==> config.mk <==
export PLATFORM = sky130hd
export DESIGN_NAME = instr_source_sel
export DESIGN_NICKNAME = d
export VERILOG_FILES = /design/src/rtl/instr_source_sel.sv
export SDC_FILE = /design/constraint.sdc
export NUM_CORES = 1
export LEC_CHECK = 0
export CAP_MARGIN = 10
export CORE_MARGIN = 8
export CORE_UTILIZATION = 25
export DETAILED_ROUTE_END_ITERATION = 10
export GPL_ROUTABILITY_DRIVEN = 1
export PLACE_DENSITY = 0.75
export SLEW_MARGIN = 20
export SYNTH_ARGS = -nofsm -noshare
export SYNTH_HDL_FRONTEND = slang
export SYNTH_SLANG_ARGS = --single-unit
export TNS_END_PERCENT = 20
==> constraint.sdc <==
create_clock -name clock -period 1.45 [get_ports clock]
set_clock_uncertainty 0.2 [all_clocks]
set_input_delay 0.145 -clock clock [delete_from_list [all_inputs] [get_ports clock]]
set_output_delay 0.145 -clock clock [all_outputs]
set_load 0.02 [all_outputs]
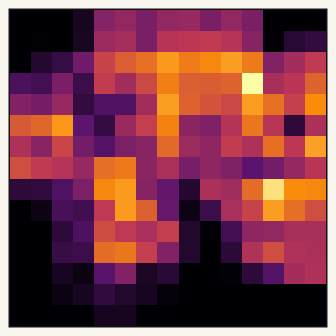
(images/route_heat.png)
15 x 15 tiles, from black (low) to pale yellow (high), scaled to the fullest tile. Values are wire area over tile area, all layers added.
The emptiest ninth of the die: lower left. The fullest tile reaches 0.40. 27% of the tiles are over half the peak. The mean over all tiles is 0.13.
final wirelength: 4900 µm
total number of vias: 1324
overall track demand over capacity in global routing: 0.145

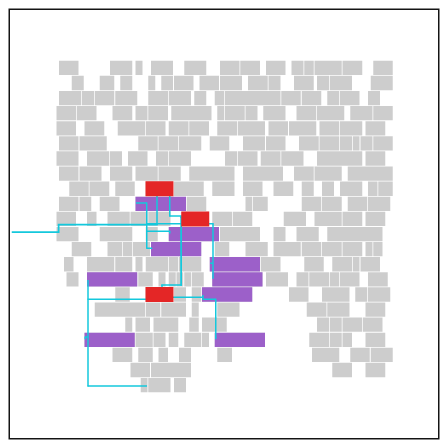
(images/clock_wires.png)
Key: clock wires = cyan [length 164 µm]; clock-net drivers = red [count 3]; flip-flops = purple [count 9]
There are 4 routed clock nets.
clk pwr: 0.000297 W
part of the total power dissipated in the clock network: 0.061
Clk Latency, worst-skew pair: 250 ps

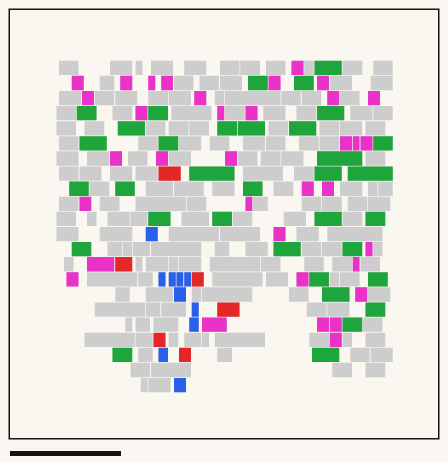
(images/gates.png)
Bar = 20 µm.
Key: and/or cells = red [cells 6, most used or3_1]; nand cells = blue [cells 10, most used nand2_1]; mux cells = green [cells 34, most used mux2i_1]; nor cells = magenta [cells 35, most used nor2_2]
Cell Count, Final, Fillers Out: 289
most numerous logic cell after layout: clkdlybuf4s50_1
multi-input gate share of total cell area: 0.340

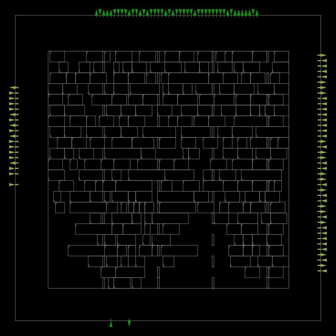
(images/placed.png)
Post-Route Utilization: 0.697
num tapcells: 48
placeable core area: 3630 µm²
sequential cell area share: 0.0890

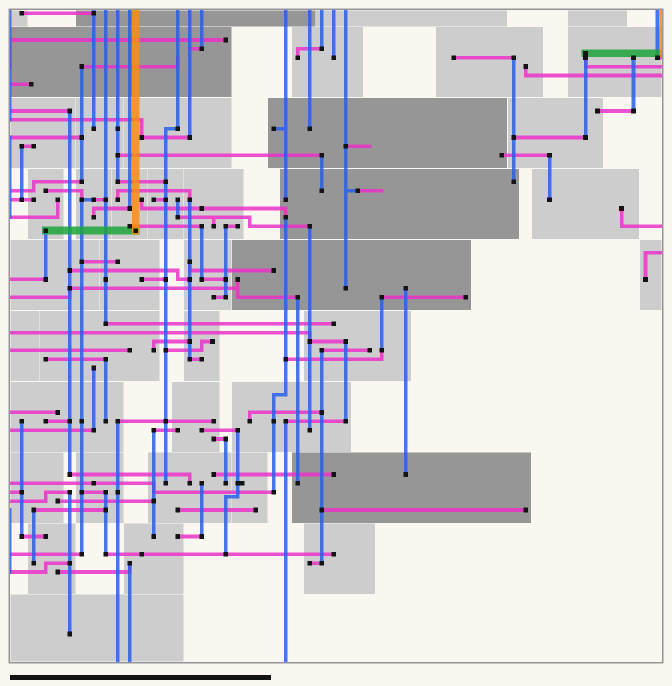
(images/closeup.png)
Bar = 10 µm. Region (26, 11) to (51, 36) µm. Cells in gray, sequential cells in the stronger gray; small squares are vias.
Key: M3 = green; M2 = blue; M1 = magenta; M4 = orange
Most frequent: nand2_1 (5), dfrtn_1 (5), buf_6 (4). 35 logic cells have their middle in the window. Sequential cells in the window: 5.

==> run notes <==
On the backend side, the flow ran end to end.

The run finished, with violations left. The checks that failed: negative setup slack. The final tally of hold violations stands at 0.

The inverter tally of the final layout excluding the clock network stands at 3. According to the CTS report, the clock sink count is 9. The floorplan has 22 rows. The tightest hold path in the finished design has a slack of between 300 and 400 ps. The clock passes through at most 2 buffers. The repair_antennas step left the layout with diodes totalling 0. The number of buffers created by CTS stands at 3. The internal portion of the total power is 0.00271 W.

The number of design rule violations left after detail routing stands at 0. The sequential cell count stands at 9. The largest total area in the synthesized netlist belongs to mux2i_1. The net load switching power stands at 0.00214 W. The worst setup path is launched from a flop. The required arrival time at the worst endpoint stands at 1110 ps. The global router reports that the layer with the highest usage is met2.

The switching portion of total power comes to 0.441. Summed over all nets, the half-perimeter wirelength after detailed placement is between 3000 and 4000 µm. The number of routed nets with antenna violations stands at 0. The die is about 77 µm wide. Clock-pin slew was measured on the worst setup and hold paths at roughly 30 ps. The count of library flops with an enable pin stands at 0. The sequential power stands at roughly 0.00047 W. At the end of routability-driven placement, the weighted congestion stood at approximately 0.77.

The number of port buffers stands at about 100. The floorplan step records an initial core utilization of 0.257. The number of buffers and inverters on the critical path is 3. The warning count from the yosys run stands at 0. Of all flip-flops after synthesis, the portion carrying an async set or reset was 1.00. The H-tree level count stands at 1. met2 track demand over resource after global routing is 0.268. After routing, the total negative slack on setup checks comes to -36350 ps. The chip area in the Yosys report stands at slightly above 900 µm². Wire segments on met2 add up to around 2600 µm in the final route. The worst hold path passes through 2 cells. In the layout the commonest cells are 65 x clkdlybuf4s50_1, 36 x buf_6, 27 x nor2_2, 19 x mux2i_1.

Per the post-synthesis stats, the area per cell is 7.83 µm². Of the total synthesized cell area, the portion taken by AND, OR, NAND and NOR gates is 0.239. Setup repair after global routing could not meet its margin everywhere. STA classifies the critical path endpoint as an output pin. By area, the combinational part of the netlist is dominated by multiplexers. In the per-layer summary, the met1 wirelength comes to roughly 1800 µm.

Non-clock buffers in the final layout number between 100 and 150. The finished cells cover ~2500 µm². Power attributed to combinational cells is 0.00408 W. The vertical die dimension stands at slightly below 80 µm. For reference, the most critical setup path is categorized as flop to output pin. Of the total power, registers draw 0.097.

The share of Yosys cell area claimed by the top area cell type stands at 0.354. The proportion of power drawn by combinational gates stands at 0.841. The synth_stat.txt file lists the number of cells as ~120.

The number of antenna violations at the first check in global routing stands at 0. In this run, post-CTS repair resized a total of roughly 220 instances. The post-synthesis share of cell area spent on full adders, half adders and majority gates stands at 0.0268. Per the timing report, the biggest fanout along the worst path comes to 8. The static leakage stands at 1.14 nW. The final power report lists total power as 0.00485 W. For this run, global-route usage on met3 was measured as 0.0548. The combinational gate count stands at around 100. For this design, the CTS-stage hold fixing added 0 buffers.

The most numerous cell type found on the critical path is buf_6. The number of max-slew violations in the final report stands at 0. Walking the worst path, the cells encountered are buf_6, buf_16, mux2i_1, nor2_2, buf_6. The worst setup slack after layout stands at -1090 ps.

The first-pass iteration count of the detailed router stands at 4. The final timing report counts setup violations totalling ~46. The pin count of the biggest net entering global routing stands at 21. By count the netlist is led by 33 x mux2i_1, 33 x nor2_1, 9 x dfrtn_1.

Signal nets in the final route climb as high as met4. The area after detailed placement stands at between 2000 and 2500 µm². TritonCTS built the clock tree. For this run, the slowest stage of the critical path takes between 400 and 500 ps. The via count of the first global-routing pass came to 1323. Global routing finished with a remaining overflow of 0. Per the final layout report, the fraction of cells sized above drive strength 1 comes to 0.502.

The register bit total from synthesis stands at 9. In this run the post-CTS setup repair buffer count came out at 2. The filler cell count stands at between 200 and 300. The pre-CTS worst setup slack stands at -1170 ps. In the global route stage, met1 resource usage came out at 0.150. The flip-flop count of the largest register, all copies and words added stands at 4. For this run, the detailed router reports a per-instance via density of around 4.6. The worst-case register-to-register setup slack stands at -180 ps. The total die area stands at between 5000 and 6000 µm². The cell area that synthesis handed to floorplanning was 932 µm². Yosys attributes the largest share of cell area to mux2i_1 35%, dfrtn_1 24%, nor2_1 13%, buf_2 2.7%, ha_1 2.7%.
Power figures rest on the tool's default switching activity, not on a simulated workload.
